`config.mk`:
```
export PLATFORM = sky130hd
export DESIGN_NAME = zircon_avalon_pwm_capture_logic
export DESIGN_NICKNAME = d
export VERILOG_FILES = /design/src/rtl/zircon_avalon_pwm_capture_logic.sv
export SDC_FILE = /design/constraint.sdc
export NUM_CORES = 1
export LEC_CHECK = 0
export CORE_MARGIN = 2
export CORE_UTILIZATION = 50
export DETAILED_ROUTE_END_ITERATION = 8
export GPL_TIMING_DRIVEN = 0
export HOLD_SLACK_MARGIN = 0.03
export PLACE_DENSITY = 0.81
export SYNTH_ARGS = -nofsm -noshare
export SYNTH_HDL_FRONTEND = slang
export SYNTH_SLANG_ARGS = --single-unit
```
`constraint.sdc`:
```
create_clock -name csi_clk -period 2.94 [get_ports csi_clk]
set_input_delay 0.294 -clock csi_clk [delete_from_list [all_inputs] [get_ports csi_clk]]
set_output_delay 0.294 -clock csi_clk [all_outputs]
set_load 0.1 [all_outputs]
```
`src/rtl/zircon_avalon_pwm_capture_logic.sv`:
```
`default_nettype none
// ============================================================================
// Module : zircon_avalon_pwm_capture_logic
// Brief  : Measures period and high time of an external PWM pin in csi_clk
//          cycles, with sticky no-edge timeout and sample counter.
// Rev    : 1.0  initial release
// ============================================================================
module zircon_avalon_pwm_capture_logic #(
    parameter int SYNC_STAGES = 2
) (
    input  logic        csi_clk,
    input  logic        rsi_reset_n,
    input  logic        coe_pwm_in,
    input  logic        cap_enable,
    input  logic        cap_clear,
    input  logic [31:0] cap_timeout,
    output logic [31:0] cap_period,
    output logic [31:0] cap_high,
    output logic        cap_valid,
    output logic        cap_timeout_flag,
    output logic [15:0] cap_sample_cnt
);

    localparam logic [1:0]  c_IDLE      = 2'd0;
    localparam logic [1:0]  c_WAIT_RISE = 2'd1;
    localparam logic [1:0]  c_MEAS_HIGH = 2'd2;
    localparam logic [1:0]  c_MEAS_LOW  = 2'd3;
    localparam logic [31:0] c_CNT_MAX   = 32'hFFFF_FFFF;

    logic [SYNC_STAGES-1:0] r_sync;
    logic                   r_sync_d;
    logic                   w_sync;
    logic                   w_rise;
    logic                   w_fall;
    logic                   w_edge;

    logic [1:0]  r_state;
    logic [1:0]  w_state_next;
    logic [31:0] r_cnt;
    logic [31:0] w_cnt_next;
    logic [31:0] w_cnt_inc;
    logic [31:0] r_high_lat;
    logic [31:0] w_high_lat_next;
    logic [31:0] r_period;
    logic [31:0] w_period_next;
    logic [31:0] r_high;
    logic [31:0] w_high_next;
    logic        r_valid;
    logic        w_valid_next;
    logic        r_flag;
    logic        w_flag_next;
    logic [15:0] r_sample_cnt;
    logic [15:0] w_sample_cnt_next;
    logic        w_timeout_hit;

    // Zero-initialised chain so a pin already high at reset release looks like a rise later, not garbage.
    always_ff @(posedge csi_clk or negedge rsi_reset_n) begin
        if (!rsi_reset_n) begin
            r_sync   <= '0;
            r_sync_d <= 1'b0;
        end else begin
            r_sync   <= {r_sync[SYNC_STAGES-2:0], coe_pwm_in};
            r_sync_d <= r_sync[SYNC_STAGES-1];
        end
    end

    assign w_sync = r_sync[SYNC_STAGES-1];
    assign w_rise = w_sync & ~r_sync_d;
    assign w_fall = ~w_sync & r_sync_d;
    assign w_edge = w_rise | w_fall;

    assign w_cnt_inc     = (r_cnt == c_CNT_MAX) ? c_CNT_MAX : r_cnt + 32'd1;
    assign w_timeout_hit = (cap_timeout != 32'd0) && (r_cnt == cap_timeout) && !w_edge;

    always_ff @(posedge csi_clk or negedge rsi_reset_n) begin
        if (!rsi_reset_n) begin
            r_state <= c_IDLE;
        end else begin
            r_state <= w_state_next;
        end
    end

    always_comb begin
        w_state_next      = r_state;
        w_cnt_next        = r_cnt;
        w_high_lat_next   = r_high_lat;
        w_period_next     = r_period;
        w_high_next       = r_high;
        w_valid_next      = 1'b0;
        w_flag_next       = r_flag;
        w_sample_cnt_next = r_sample_cnt;

        if (cap_clear) begin
            w_period_next     = 32'd0;
            w_high_next       = 32'd0;
            w_sample_cnt_next = 16'd0;
            w_flag_next       = 1'b0;
            w_cnt_next        = 32'd0;
            w_high_lat_next   = 32'd0;
            w_state_next      = cap_enable ? c_WAIT_RISE : c_IDLE;
        end else if (!cap_enable) begin
            w_state_next    = c_IDLE;
            w_cnt_next      = 32'd0;
            w_high_lat_next = 32'd0;
        end else begin
            case (r_state)
                c_IDLE: begin
                    w_cnt_next   = 32'd0;
                    w_state_next = c_WAIT_RISE;
                end
                c_WAIT_RISE: begin
                    if (w_rise) begin
                        w_cnt_next   = 32'd1;
                        w_state_next = c_MEAS_HIGH;
                    end else begin
                        w_cnt_next   = 32'd0;
                    end
                end
                c_MEAS_HIGH: begin
                    w_cnt_next = w_rise ? 32'd1 : w_cnt_inc;
                    if (w_fall) begin
                        w_high_lat_next = r_cnt;
                        w_state_next    = c_MEAS_LOW;
                    end else if (w_timeout_hit) begin
                        w_flag_next  = 1'b1;
                        w_cnt_next   = 32'd0;
                        w_state_next = c_WAIT_RISE;
                    end
                end
                c_MEAS_LOW: begin
                    // Counter holds rise-to-now, so on the closing rise it is exactly the period.
                    if (w_rise) begin
                        w_period_next     = r_cnt;
                        w_high_next       = r_high_lat;
                        w_valid_next      = 1'b1;
                        w_sample_cnt_next = r_sample_cnt + 16'd1;
                        w_cnt_next        = 32'd1;
                        w_state_next      = c_MEAS_HIGH;
                    end else if (w_timeout_hit) begin
                        w_flag_next  = 1'b1;
                        w_cnt_next   = 32'd0;
                        w_state_next = c_WAIT_RISE;
                    end else begin
                        w_cnt_next   = w_cnt_inc;
                    end
                end
                default: begin
                    w_cnt_next   = 32'd0;
                    w_state_next = c_IDLE;
                end
            endcase
        end
    end

    always_ff @(posedge csi_clk or negedge rsi_reset_n) begin
        if (!rsi_reset_n) begin
            r_cnt        <= 32'd0;
            r_high_lat   <= 32'd0;
            r_period     <= 32'd0;
            r_high       <= 32'd0;
            r_valid      <= 1'b0;
            r_flag       <= 1'b0;
            r_sample_cnt <= 16'd0;
        end else begin
            r_cnt        <= w_cnt_next;
            r_high_lat   <= w_high_lat_next;
            r_period     <= w_period_next;
            r_high       <= w_high_next;
            r_valid      <= w_valid_next;
            r_flag       <= w_flag_next;
            r_sample_cnt <= w_sample_cnt_next;
        end
    end

    assign cap_period       = r_period;
    assign cap_high         = r_high;
    assign cap_valid        = r_valid;
    assign cap_timeout_flag = r_flag;
    assign cap_sample_cnt   = r_sample_cnt;

endmodule
`default_nettype wire

```
==> images/m4.png <==
Cells faint in the background.
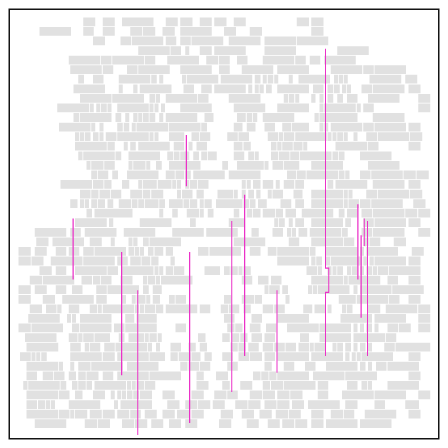
longest straight run	62.2 um
share of all routed wire	2.4%
wire length on this layer	451 um
nets with wire on the layer	12
vias: 5651
total wire length: 18790 um

==> images/clock_wires.png <==
Scale bar: 20 um.
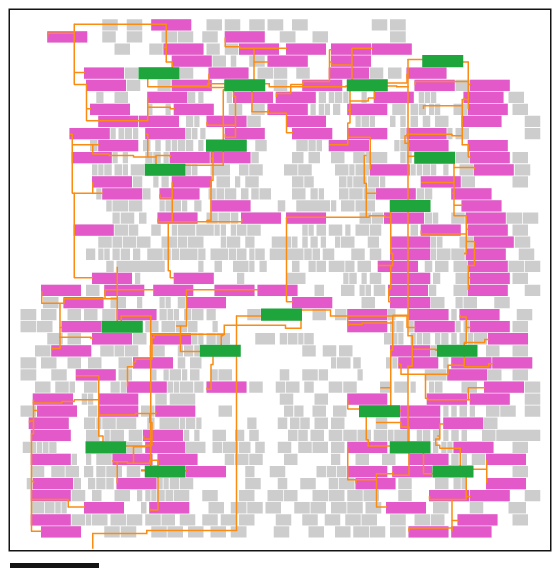
[clock-net drivers] green | count: 17
[clock wires] orange | length: 1680 um
[flip-flops] magenta | count: 151
flops lie	spread over the die
Clk power: 1.99 mW
worst skew pair latency: 0.43 ns

==> flow_metrics.tcl <==
# flow metrics
set metrics [dict create \
    outcome "finished, final reports clean" \
    grt_util_all_layers_pct 26.69 \
    p_switching_mw 0.9317 \
    gp_congestion 0.8731 \
    clk_pin_slew_ns 0.06 \
    slew_viol_final 0 \
    grt_most_used_layer "met2" \
    power_frac_clock_pct 46.6 \
    drt-met1-wl_um 7953 \
    top_cell "dfrtp_1" \
    rsz0062_at_grt "no" \
    synthesis.instances 646 \
    core_mm2 0.01372 \
    slew_headroom_pct 31.56 \
    min_path_type "primary input to flop" \
    wl_met2_um 9585 \
    internal_power_mw 3.339 \
    synth_nets 687 \
    ff_type "dfrtp_1" \
    cts-hold-fix-buffers 1 \
    yosys_area_mm2 0.006924 \
    endpoint "cap_period[13]$_DFFE_PN0P_" \
    cts_buffers 17 \
    final_cell_mix "151 x dfrtp_1, 117 x clkdlybuf4s50_1, 88 x nand2_1" \
    synth.distinct_cells 45 \
    dr_wl_met3_um 803 \
    cts.htree.levels 4 \
    cts_resized 0 \
    dp_slack_ns 0.1550 \
    crit_cells 5 \
    swShare_pct 21.82 \
    fin_crit_ns 2.461 \
    yosysSeqAreaShare_pct 54.57 \
    area_growth_pct 28.62 \
    skew_ns 0.005084 \
    dpl.hpwl_um 13530 \
    die-width_um 121.7 \
    synth_top_area_share_pct 54.57 \
    critPathLaunch "r_sync[1]$_DFF_PN0_" \
    nNetsFinal 826 \
    die_area_mm2 0.01481 \
    grt-ovfl-total 0 \
    synth.cell_area_mm2 0.006924 \
    fin_cells 975 \
    clkSinkCount 151 \
    io_pins 119 \
    first_pass_iters 5 \
    period_used_pct 83.72 \
    use_met3_pct 4.869 \
    r2r_setup_slack_ns 0.48 \
    yosys_cells 646 \
    power_frac_seq_pct 48.9 \
    max_cap_violations 0 \
    fp_util_pct 50.47 \
    min_to "r_sync[0]$_DFF_PN0_" \
    min-delay-start "coe_pwm_in" \
    cp-start-kind "flop" \
    critPathMostFrequentCell "clkbuf_1" \
    warnings 29 \
    pg_comb_mw 0.193 \
    antenna_cells 0 \
    r2r_cells 5 \
    end_kind "flop" \
    worstMarginPinSlew_ns 1.023 \
    ir_drop_mv 0.3154 \
    clk_path_buf_depth 2 \
    lay_top_count "dfrtp_1" \
    placed_cells 945 \
    p_seq_mw 2.09 \
    crit_type "flop to flop" \
    cp_cell_sequence "ha_1 > a41oi_2 > clkbuf_1 > clkbuf_1 > a22o_1" \
]
## cell families (layout without fill, tap and decap cells)
logic type	Yosys count	in the layout	synth area share (%)
mux	7	7	1.048
buf+inv	62	211	3.867
xor+xnor	63	63	7.969
simple gates	218	218	16.35
fa+ha+maj	4	4	0.7228
flops	151	151	54.57
compound gates	141	141	15.47
## cell type report
type | count | area (um2)
tap | 180 | 225.2
clock buffer | 20 | 456.7
sequential | 151 | 3779
buffer | 55 | 241.5
timing repair buffer | 120 | 1220
multi-input combinational | 433 | 2878
inverter | 7 | 26.28
clock inverter | 9 | 80.08
fill | 1080 | 4813
## through the flow
step | hold WS (ns) | instance area [um2]
global placement | 0.3357 | 8330
detailed placement | 0.2437 | 8359
finish | 0.3310 | 8906
CTS | 0.3126 | 8906
global route | 0.3298 | 8906
floorplan | -0.001591 | 6924
Power is estimated from default activity; no workload was simulated.
